==> config.mk <==
export PLATFORM = sky130hd
export DESIGN_NAME = div_freq_multi
export DESIGN_NICKNAME = d
export VERILOG_FILES = /design/src/rtl/div_freq_pkg.sv /design/src/rtl/div_freq_ch.sv /design/src/rtl/div_freq_multi.sv
export SDC_FILE = /design/constraint.sdc
export NUM_CORES = 1
export LEC_CHECK = 0
export ABC_AREA = 1
export ABC_CLOCK_PERIOD_IN_PS = 1850
export CORE_ASPECT_RATIO = 1.75
export CORE_MARGIN = 2
export CORE_UTILIZATION = 61
export DETAILED_ROUTE_END_ITERATION = 6
export PLACE_DENSITY = 0.8
export REMOVE_ABC_BUFFERS = 1
export SETUP_SLACK_MARGIN = 0.2
export SYNTH_ARGS = -nofsm -noshare
export SYNTH_HDL_FRONTEND = slang
export SYNTH_HIERARCHICAL = 1
export SYNTH_SLANG_ARGS = --single-unit
==> constraint.sdc <==
create_clock -name CLOCK_50MHz -period 1.85 [get_ports CLOCK_50MHz]
set_input_delay 0.37 -clock CLOCK_50MHz [delete_from_list [all_inputs] [get_ports CLOCK_50MHz]]
set_output_delay 0.37 -clock CLOCK_50MHz [all_outputs]
set_load 0.01 [all_outputs]
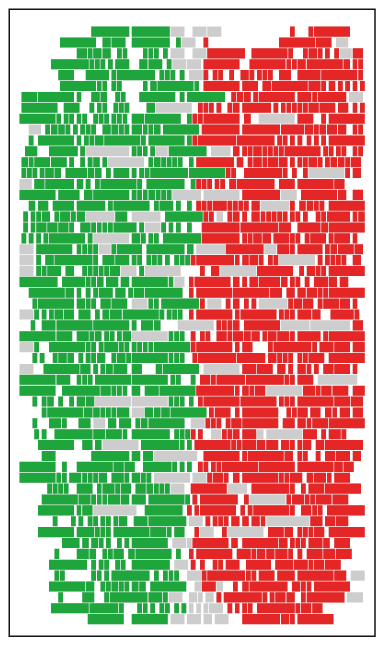
Run 1: hierarchy map
(4 px per µm) Other cells in grey.
legend:
  g_ch[0].u_ch:
    colour: red
    cells: 554
  g_ch[1].u_ch:
    colour: green
    cells: 550
chip area: 14200 µm²
fraction of the core area covered by cells at the end of the flow: 0.842
final instance count without filler cells: 1369

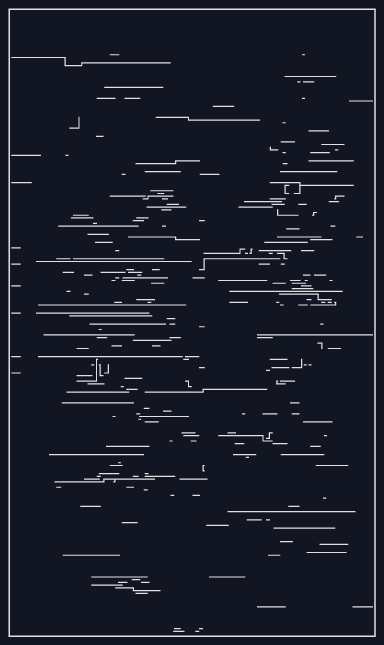
Run 1: signal wires on met3
(4 px per µm)
main direction: horizontal
nets with wire on the layer: 146
share of all routed wire: 5.6%
longest straight run: 38.6 µm
wire length on this layer: 1400 µm
met3 Use GR: 0.0592
routed vias: 7699
final wirelength: 24.9 mm

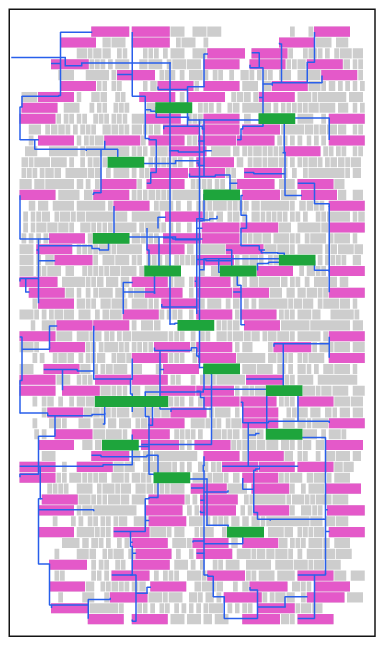
Run 1: clock distribution
(4 px per µm)
legend:
  flip-flops:
    colour: magenta
    count: 164
  clock wires:
    colour: blue
    length: 1880 µm
  clock drivers:
    colour: green
    count: 17
routed clock nets: 18
Layout Skew: 0.00936 ns
relative contribution of the clock network to total power: 0.367
clock latency on the worst-skew pair: 0.42 ns

==> results_slide.txt, run 1 <==
Implementation Results

Synthesis
  – XOR Share, Synth: 0.0476
  – Dominant Register Cell: dfrtp_1
  – Top area cells in the synthesized netlist: dfrtp_1 (36%), nand2_1 (20%), dfstp_2 (16%), nor2_1 (6.7%), nand3_1 (5.1%)
  – Dominant non-sequential cell family after synthesis: simple AND/OR/NAND/NOR gates
  – Number of unique standard cell types used by synthesis: 30
  – Mapped cell area: 8090 µm²
  – Instance count of the mapped netlist: 1062
  – Ys Warns: 6

Clock network
  – Post-CTS setup-driven buffer insertion count: 11
  – Post-cts hold-fix buffer tally: 1
  – Root buffer cell: clkbuf_16
  – Clock-pin slew on the worst setup and hold paths: 0.07 ns

Routing
  – Number of iterations in the first detailed-routing pass: 6
  – Mean number of vias per cell: about 5.6
  – Amount of wire on met3 after detailed routing: around 1.4 mm
  – Detail Route met2 WL: between 10 and 15 mm

Pwr
  – Largest vdd supply drop: 0.000691 V
  – Internal power: 7.41 mW
  – Power of the sequential group: 4.74 mW
  – Switching share of power: 0.297
  – Top power consumer group: sequential cells

Finish
  – Total number of sequential cells: 164
  – Number of inserted diodes: 0
  – Nonclk buf count: 115
  – Area growth syn-to-layout: 34.6%
  – Non-clock buffer area fraction after layout: 0.107
  – Inverter count of the layout excluding clock inverters: 102
  – Fraction of final layout cells sized beyond drive strength 1: 0.291
  – Number of clock buffer instances in the layout: 19
  – Clk tree area frac: 0.0593
  – Fraction of area in registers: 0.383

Status
  – Failing checks: negative setup slack
  – Outcome: complete, but fails checks

STA
  – Normalized max-slew margin: 0.572
  – Number of failing setup endpoints in the final timing report: 53
  – Hold slack: roughly 0.43 ns
  – Share of the clock period used by the worst path: 1.06
  – Least setup slack across all paths after layout: -0.120 ns

Placed design
  – Post-Place Setup Slack: -0.112 ns
  – RD Place Congestion: 0.909
  – Half-perimeter wire length after detailed placement: 13.5 mm
  – DP Area: between 9000 and 10000 µm²

Worst hold path
  – Path category of the worst min-delay check: primary input to async pin

Die
  – Well tap count: 171
  – Core area: 12900 µm²
  – Number of core rows: 55

Run
  – Number of maximum-capacitance violations: 0

Setup path
  – Biggest fanout along the worst timing path: 8
  – CP Data Arrival Time: 2.33 ns
  – Cell-by-cell trace of the critical path: inv_1 -> nand2_1 -> nand2_1 -> nor2_1 -> nand2_1 -> nor2_2 -> nand3_4 -> nand2_8 -> buf_8 -> nand3_2 -> nand2_1
  – Startpoint types: register

GRT
  – Antenna violations before repair: 0
  – Met1 track demand over resource in global routing: 0.311
## Run 2: what changed since run 1
--- a/config.mk
+++ b/config.mk
@@ -6,7 +6,6 @@
 export NUM_CORES = 1
 export LEC_CHECK = 0
 export ABC_AREA = 1
-export ABC_CLOCK_PERIOD_IN_PS = 1850
 export CORE_ASPECT_RATIO = 1.75
 export CORE_MARGIN = 2
 export CORE_UTILIZATION = 61
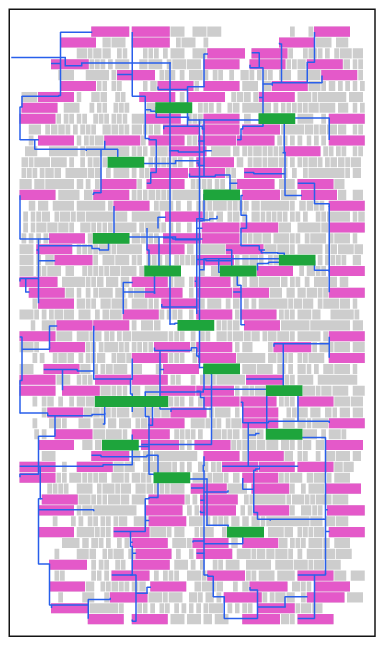
Run 2: clock distribution
(4 px per µm)
legend:
  clock drivers:
    colour: green
    count: 17
  flip-flops:
    colour: magenta
    count: 164
  clock wires:
    colour: blue
    length: 1880 µm
routed clock nets: 18
power of the clock network: 3.86 mW

==> run 2 against run 1 <==
  * The run still ends with negative setup slack left
  * Critical path depth unchanged
  * Core utilization did not move
  * First-iteration DRC count unchanged
  * Register-to-register slack is essentially flat
  * Fmax unchanged
  * Critical path type unchanged
==> results_slide.txt, run 2 <==
Implementation Results

Routing
  – Routed vias: 7699 (unchanged)
  – Number of iterations in the first detailed-routing pass: 6 (unchanged)
  – Final wirelength: 24.9 mm (unchanged)
  – Amount of wire on met3 after detailed routing: 1.40 mm (unchanged)
  – Mean number of vias per cell: 5.62 (unchanged)

Setup path
  – Startpoint types: register (unchanged)
  – Biggest fanout along the worst timing path: 8 (unchanged)
  – Cell-by-cell trace of the critical path: inv_1 -> nand2_1 -> nand2_1 -> nor2_1 -> nand2_1 -> nor2_2 -> nand3_4 -> nand2_8 -> buf_8 -> nand3_2 -> nand2_1 (unchanged)
  – CP Data Arrival Time: 2.33 ns (about the same)

Synthesis
  – Number of unique standard cell types used by synthesis: 30 (unchanged)
  – Ys Warns: 6 (unchanged)
  – Mapped cell area: 8090 µm² (unchanged)
  – Instance count of the mapped netlist: 1062 (unchanged)
  – Dominant Register Cell: dfrtp_1 (unchanged)
  – Dominant non-sequential cell family after synthesis: simple AND/OR/NAND/NOR gates (unchanged)

Status
  – Failing checks: negative setup slack (unchanged)
  – Outcome: complete, but fails checks (unchanged)

Finish
  – Nonclk buf count: 115 (unchanged)
  – Non-clock buffer area fraction after layout: 0.107 (unchanged)
  – Number of inserted diodes: 0 (unchanged)
  – Total number of sequential cells: 164 (unchanged)
  – Fraction of area in registers: 0.383 (unchanged)
  – Clk tree area frac: 0.0593 (unchanged)
  – Inverter count of the layout excluding clock inverters: 102 (unchanged)
  – Number of clock buffer instances in the layout: 19 (unchanged)
  – Area growth syn-to-layout: 34.6% (unchanged)
  – Fraction of the core area covered by cells at the end of the flow: 0.842 (unchanged)
  – Fraction of final layout cells sized beyond drive strength 1: 0.291 (unchanged)

GRT
  – Antenna violations before repair: 0 (unchanged)
  – Met1 track demand over resource in global routing: 0.311 (unchanged)
  – Met3 Use GR: 0.0592 (unchanged)

Run
  – Number of maximum-capacitance violations: 0 (unchanged)

Pwr
  – Top power consumer group: sequential cells (unchanged)
  – Switching share of power: 0.297 (unchanged)
  – Largest vdd supply drop: 0.000691 V (unchanged)
  – Internal power: 7.41 mW (unchanged)
  – Power of the sequential group: 4.74 mW (about the same)

Placed design
  – RD Place Congestion: 0.909 (unchanged)
  – DP Area: 9030 µm² (unchanged)
  – Post-Place Setup Slack: -0.112 ns (unchanged)

STA
  – Hold slack: 0.434 ns (unchanged)
  – Least setup slack across all paths after layout: -0.120 ns (unchanged)
  – Layout Skew: 0.00936 ns (unchanged)
  – Share of the clock period used by the worst path: 1.06 (unchanged)
  – Normalized max-slew margin: 0.572 (unchanged)
  – Number of failing setup endpoints in the final timing report: 53 (unchanged)

Clock network
  – Clock latency on the worst-skew pair: 0.42 ns (about the same)
  – Post-cts hold-fix buffer tally: 1 (unchanged)
  – Root buffer cell: clkbuf_16 (unchanged)

Die
  – Well tap count: 171 (unchanged)
  – Core area: 12900 µm² (unchanged)

Worst hold path
  – Path category of the worst min-delay check: primary input to async pin (unchanged)
Power is estimated from default activity; no workload was simulated.
